==> src/rtl/dg_fetch_pkg.sv <==
// Shared types and constants for the DG-series instruction-fetch sequencer.
// Holds the state encoding, opcode classes and the fixed machine-cycle length.
package dg_fetch_pkg;

    typedef enum logic [1:0] {
        FETCH = 2'd0,
        WAIT  = 2'd1,
        OPER  = 2'd2
    } state_t;

    localparam logic [1:0] OP_OUT   = 2'b00;
    localparam logic [1:0] OP_SKIPK = 2'b01;
    localparam logic [1:0] OP_WAITK = 2'b10;
    localparam logic [1:0] OP_JMP   = 2'b11;

    localparam logic [2:0] PH_LAST    = 3'd7;
    localparam logic [7:0] UIO_OE_VAL = 8'hF0;

    // A key condition holds when any masked key line is high.
    function automatic logic key_hit(input logic [3:0] ks, input logic [3:0] mask);
        return |(ks & mask);
    endfunction

endpackage

==> src/rtl/tt_um_bh2vgm_dg0046_fetch_if.sv <==
// Pin bundle between the fetch sequencer (master) and the ROM/key board (slave).
// Signal names match the TinyTapeout pin names they map onto.
interface tt_um_bh2vgm_dg0046_fetch_if;

    logic       ena;
    logic [7:0] ui_in;
    logic [7:0] uo_out;
    logic [7:0] uio_in;
    logic [7:0] uio_out;
    logic [7:0] uio_oe;

    modport master (
        input  ena,
        input  ui_in,
        input  uio_in,
        output uo_out,
        output uio_out,
        output uio_oe
    );

    modport slave (
        output ena,
        output ui_in,
        output uio_in,
        input  uo_out,
        input  uio_out,
        input  uio_oe
    );

endinterface

==> src/rtl/dg_kin_sync.sv <==
// Two-flop synchronizer for the four asynchronous key inputs.
// Runs on every clock, independent of the sequencer enable.
module dg_kin_sync (
    input  logic       clk,
    input  logic       rst_n,
    input  logic [3:0] kin_async,
    output logic [3:0] kin_sync
);

    logic [3:0] meta;

    always_ff @(posedge clk or negedge rst_n) begin
        if (!rst_n) begin
            meta     <= '0;
            kin_sync <= '0;
        end else begin
            meta     <= kin_async;
            kin_sync <= meta;
        end
    end

endmodule

==> src/rtl/tt_um_bh2vgm_dg0046_fetch.sv <==
// Instruction-fetch sequencer: eight enabled clocks per machine cycle, PC on uo_out,
// ROM byte sampled on SAMPLE_PH, instruction executed on the last phase.
module tt_um_bh2vgm_dg0046_fetch
    import dg_fetch_pkg::*;
#(
    parameter logic [2:0] SAMPLE_PH = 3'd4,
    parameter logic [7:0] PC_RST    = 8'h00
) (
    input  logic                              clk,
    input  logic                              rst_n,
    tt_um_bh2vgm_dg0046_fetch_if.master       bus
);

    state_t     state;
    logic [2:0] ph;
    logic [7:0] pc;
    logic [7:0] ir;
    logic [7:0] op;
    logic [3:0] nl;
    logic [3:0] ks;
    logic [7:0] ir_now;
    logic [7:0] op_now;
    logic       unused_bits;

    dg_kin_sync u_kin_sync (
        .clk       (clk),
        .rst_n     (rst_n),
        .kin_async (bus.uio_in[3:0]),
        .kin_sync  (ks)
    );

    // Bypass lets decode see the byte captured on the same edge when SAMPLE_PH is the last phase.
    always_comb begin
        ir_now = ir;
        op_now = op;
        if (ph == SAMPLE_PH) begin
            ir_now = bus.ui_in;
            op_now = bus.ui_in;
        end
    end

    always_ff @(posedge clk or negedge rst_n) begin
        if (!rst_n) begin
            state <= FETCH;
            ph    <= '0;
            pc    <= PC_RST;
            ir    <= '0;
            op    <= '0;
            nl    <= '0;
        end else if (bus.ena) begin
            ph <= ph + 3'd1;

            if (ph == SAMPLE_PH) begin
                case (state)
                    FETCH:   ir <= bus.ui_in;
                    OPER:    op <= bus.ui_in;
                    default: ;
                endcase
            end

            if (ph == PH_LAST) begin
                case (state)
                    FETCH: begin
                        case (ir_now[7:6])
                            OP_OUT: begin
                                nl <= ir_now[3:0];
                                pc <= pc + 8'd1;
                            end
                            OP_SKIPK: begin
                                pc <= key_hit(ks, ir_now[3:0]) ? pc + 8'd2 : pc + 8'd1;
                            end
                            OP_WAITK: begin
                                if (key_hit(ks, ir_now[3:0])) begin
                                    pc <= pc + 8'd1;
                                end else begin
                                    state <= WAIT;
                                end
                            end
                            default: begin
                                pc    <= pc + 8'd1;
                                state <= OPER;
                            end
                        endcase
                    end
                    WAIT: begin
                        if (key_hit(ks, ir[3:0])) begin
                            pc    <= pc + 8'd1;
                            state <= FETCH;
                        end
                    end
                    OPER: begin
                        pc    <= op_now;
                        state <= FETCH;
                    end
                    default: state <= FETCH;
                endcase
            end
        end
    end

    assign bus.uo_out  = pc;
    assign bus.uio_out = {nl, 4'b0000};
    assign bus.uio_oe  = UIO_OE_VAL;

    // Upper key pins and opcode bits 5:4 carry no meaning for this sequencer.
    assign unused_bits = &{1'b0, bus.uio_in[7:4], ir_now[5:4]};

endmodule

==> src/flat_wrapper.sv <==
// flat-port wrapper written by rule: the top's interface ports become plain ports
module tt_um_bh2vgm_dg0046_fetch_flat import dg_fetch_pkg::*;
#(
    parameter logic [2:0] SAMPLE_PH = 3'd4,
    parameter logic [7:0] PC_RST    = 8'h00
)
  (clk, rst_n, bus_ena, bus_ui_in, bus_uio_in, bus_uo_out, bus_uio_out, bus_uio_oe);
  tt_um_bh2vgm_dg0046_fetch_if bus_i ();
  input  logic clk;
  input  logic rst_n;
  input wire logic [$bits(bus_i.ena)-1:0] bus_ena;
  input wire logic [$bits(bus_i.ui_in)-1:0] bus_ui_in;
  input wire logic [$bits(bus_i.uio_in)-1:0] bus_uio_in;
  output wire logic [$bits(bus_i.uo_out)-1:0] bus_uo_out;
  output wire logic [$bits(bus_i.uio_out)-1:0] bus_uio_out;
  output wire logic [$bits(bus_i.uio_oe)-1:0] bus_uio_oe;
  assign bus_i.ena = bus_ena;
  assign bus_i.ui_in = bus_ui_in;
  assign bus_i.uio_in = bus_uio_in;
  assign bus_uo_out = bus_i.uo_out;
  assign bus_uio_out = bus_i.uio_out;
  assign bus_uio_oe = bus_i.uio_oe;
  tt_um_bh2vgm_dg0046_fetch #(.SAMPLE_PH(SAMPLE_PH), .PC_RST(PC_RST)) u_core (.clk(clk), .rst_n(rst_n), .bus(bus_i));
endmodule
==> config.mk <==
export PLATFORM = sky130hd
export DESIGN_NAME = tt_um_bh2vgm_dg0046_fetch_flat
export DESIGN_NICKNAME = d
export VERILOG_FILES = /design/src/rtl/dg_fetch_pkg.sv /design/src/rtl/tt_um_bh2vgm_dg0046_fetch_if.sv /design/src/rtl/dg_kin_sync.sv /design/src/rtl/tt_um_bh2vgm_dg0046_fetch.sv /design/src/flat_wrapper.sv
export SDC_FILE = /design/constraint.sdc
export NUM_CORES = 1
export LEC_CHECK = 0
export CORE_ASPECT_RATIO = 1.5
export CORE_MARGIN = 3
export CORE_UTILIZATION = 45
export CTS_BUF_LIST = sky130_fd_sc_hd__clkbuf_4
export DETAILED_ROUTE_END_ITERATION = 16
export GPL_ROUTABILITY_DRIVEN = 0
export MAX_ROUTING_LAYER = met4
export PLACE_DENSITY = 0.7
export SYNTH_ARGS = -nofsm -noshare
export SYNTH_HDL_FRONTEND = slang
export SYNTH_SLANG_ARGS = --single-unit
==> constraint.sdc <==
create_clock -name clk -period 4.1 [get_ports clk]
set_input_delay 0.41 -clock clk [delete_from_list [all_inputs] [get_ports clk]]
set_output_delay 0.41 -clock clk [all_outputs]
set_load 0.03 [all_outputs]
Logic cells by family:
Scale: 4 px per µm.
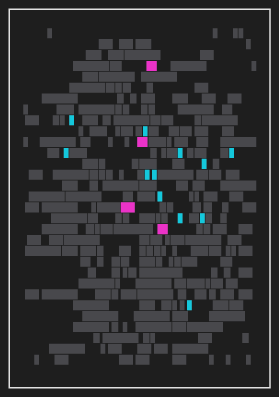
| family | colour | cells |
|---|---|---|
| inv cells | cyan | 12 |
| non-inverting ao/oa cells | magenta | 4 |

M3 wires:
Scale: 3 px per µm.
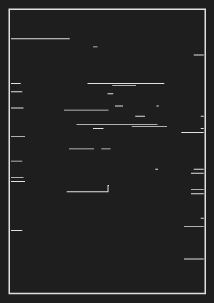
nets with wire on the layer: 28
main direction: horizontal
longest straight run: 26.7 µm

Routing congestion:
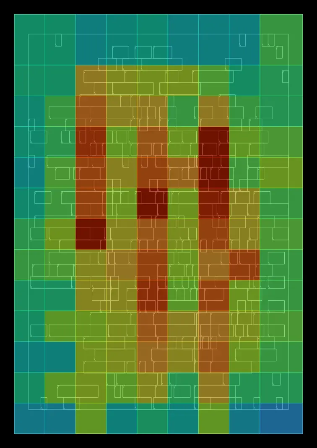
met3 usage: 0.0359
met2 Use GR: 0.316

Sizing map:
Scale: 4 px per µm.
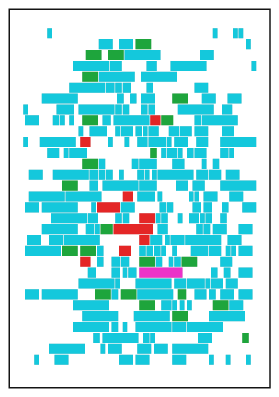
| size | colour | cells | share |
|---|---|---|---|
| _2 cells | green | 22 | 8.7% |
| _0 and _1 cells | cyan | 222 | 87% |
| _6 and larger | magenta | 1 | 0.39% |
| _3 and _4 cells | red | 9 | 3.5% |

The metal 2 layer:
Scale: 3 px per µm. Cells faint in the background.
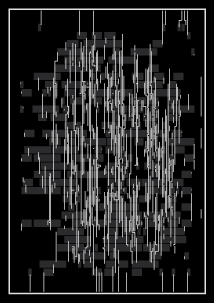
longest straight run: 54.7 µm
main direction: vertical
share of all routed wire: 54%

==> flow_summary.toml <==
# generated from flow reports
[layout]
inverters = 12
clkCellAreaFrac = 0.0289
comb_area_frac = 0.456
n_antenna_cell = 0
regArea_um2 = 976
area_growth_pct = 13.0
drive_above_1_share = 0.126
buffers = 26
seq_share = 0.370
flops = 39

[clock_tree]
cts-htree-levels = 2
clk_pin_slew_ns = 0.12
cts_buffers = 5
post_cts_resized = 0
cts.path.max_buffers = 2

[placed_design]
placedCellCount = 312
dpl.hpwl_um = 3680

[final_timing]
fmax_mhz = 336
final_max_slew_viol_count = 0
fin_hold_ws_ns = 0.173
slew-limit-headroom = 0.423
rsz0062_at_grt = "no"
tightestPinTransition_ns = 0.865
finalCritPeriodShare = 0.726
setup_violations = 0

[routing]
drc = 0
finalWirelength_um = 4960
maxUsedRoutingLayer = "met4"
antenna_left = 0
viasPerCell = 5.58
post_drt_wl_per_cell_um = 15.5
first_iter_violations = 96

[run_status]
status = "finished, final reports clean"

[worst_setup_path]
cp_slowest_cell = "o21ai_2"
cp.arrival_ns = 3.22
worst-path-buf-inv = 1
crit_type = "reg2reg"
path_cells = "inv_1 -> ha_1 -> and2_4 -> o21ai_1 -> or4_4 -> o21ai_2 -> a2111oi_0 -> a221oi_1"

[yosys]
ys_types = 49
avgSynthCellArea_um2 = 10.1
yosys_area_um2 = 2330
top_cells_by_count = "39 x dfrtp_1, 22 x nand2_1, 17 x a21oi_1, 17 x mux2_2, 15 x o21ai_0"
aoi_share = 0.167
mux_area_frac = 0.125
area_leaders = "dfrtp_1 42%, mux2_2 8.2%, ha_1 4.8%"
simple_gate_area_frac = 0.126
yosysMostFrequentCell = "dfrtp_1"
yosys.area.top_type = "dfrtp_1"

[power]
p_per_area_nw_per_um2 = 600
ir_worst_vdd_v = 0.000309
pwr-share-seq = 0.367
p_switching_w = 0.000677

[global_route]
grt_overflow = 0
grt_pass1_vias = 1782
grt_max_degree = 40
grt_antenna_before_repair = 0
grt_pass1_wl_um = 8470

[floorplanning]
chipHeight_um = 94.2
core_util_floorplan = 0.474
die-area_um2 = 6110
die_width_um = 64.8
tapCellCount = 66
ios = 43
flip-flops by register name, indices dropped and copies added, names as in the netlist:
register and cells:
u_core.op 8, u_core.ir 6, u_core.bus.uo_out 8, u_core.u_kin_sync.meta 4, u_core.state 2, u_core.nl 4, u_core.u_kin_sync.kin_sync 4, u_core.ph 3
layout by cell type (no fill, tap or decap), types with 2 or more instances in the layout:
| cell | n |
|---|---|
| nand3_1 | 6 |
| o221ai_1 | 2 |
| o2bb2ai_1 | 2 |
| xnor2_1 | 4 |
| nor2_1 | 4 |
| clkbuf_4 | 5 |
| dfrtp_1 | 39 |
| o21ai_0 | 15 |
| ha_1 | 9 |
| mux2_2 | 17 |
| inv_1 | 12 |
| xor2_1 | 4 |
| nand4_1 | 6 |
| clkdlybuf4s50_1 | 25 |
| a21oi_1 | 17 |
| and3_1 | 6 |
| o21a_1 | 2 |
| conb_1 | 12 |
| o211ai_1 | 3 |
| nor3_1 | 3 |
| nand2_1 | 22 |
| mux2i_1 | 10 |
| o21ai_2 | 2 |
worst paths after layout:
kind	slack [ns]	cells past startpoint	from	end
worst max-delay path	1.12	8	u_core.ph[0]$_DFFE_PN0P_	u_core.bus.uo_out[7]$_DFFE_PN0P_
max in group asynchronous	3.39	1	rst_n	u_core.ir[6]$_DFFE_PN0P_
worst min register to register	0.36	0	u_core.u_kin_sync.meta[0]$_DFF_PN0_	u_core.u_kin_sync.kin_sync[0]$_DFF_PN0_
min in group clk	0.36	0	u_core.u_kin_sync.meta[0]$_DFF_PN0_	u_core.u_kin_sync.kin_sync[0]$_DFF_PN0_
worst min-delay path	0.17	1	rst_n	u_core.bus.uo_out[4]$_DFFE_PN0P_
worst max register to register	1.12	8	u_core.ph[0]$_DFFE_PN0P_	u_core.bus.uo_out[7]$_DFFE_PN0P_
worst reg2reg max path, stage by stage (launching register included):
cell and delay [ns]:
dfrtp_1 0.42, inv_1 0.07, ha_1 0.41, and2_4 0.32
o21ai_1 0.13, or4_4 0.54, o21ai_2 0.55, a2111oi_0 0.17
a221oi_1 0.27
kinds of logic (layout without fill, tap and decap cells):
| group | count (synthesis) | after routing |
|---|---|---|
| buf+inv | 34 | 46 |
| other cells | 2 | 12 |
| compound gates | 57 | 57 |
| fa+ha+maj | 9 | 9 |
| simple gates | 56 | 56 |
| mux | 27 | 27 |
| xor+xnor | 8 | 8 |
| flops | 39 | 39 |
power groups by stage:
stage	Clock [W]	Sequential [W]	Combinational [W]
floorplan	0	0.000609	0.000533
global placement	0	0.000581	0.000731
detailed placement	0	0.000587	0.000750
CTS	0.000258	0.000580	0.000754
global route	0.000271	0.000597	0.000839
finish	0.000251	0.000582	0.000751
metrics by stage:
step	instance area [µm²]	util	setup slack (ns)	total power [W]
5_1_grt	2640	0.536	0.895	0.00171
3_3_place_gp	2560	0.520	1.20	0.00131
2_1_floorplan	2370	-	1.78	0.00114
4_1_cts	2640	0.536	1.09	0.00159
6_report	2640	0.536	1.12	0.00158
3_5_place_dp	2560	0.520	1.10	0.00134
routing by layer:
layer | up-vias | global-route usage
met5 | - | -
met4 | 0 | 0.0847
met3 | 11 | 0.0359
met2 | 42 | 0.316
met1 | 878 | 0.208
li1 | 856 | -
No activity file was given, so power comes from the tool's default toggle rates.
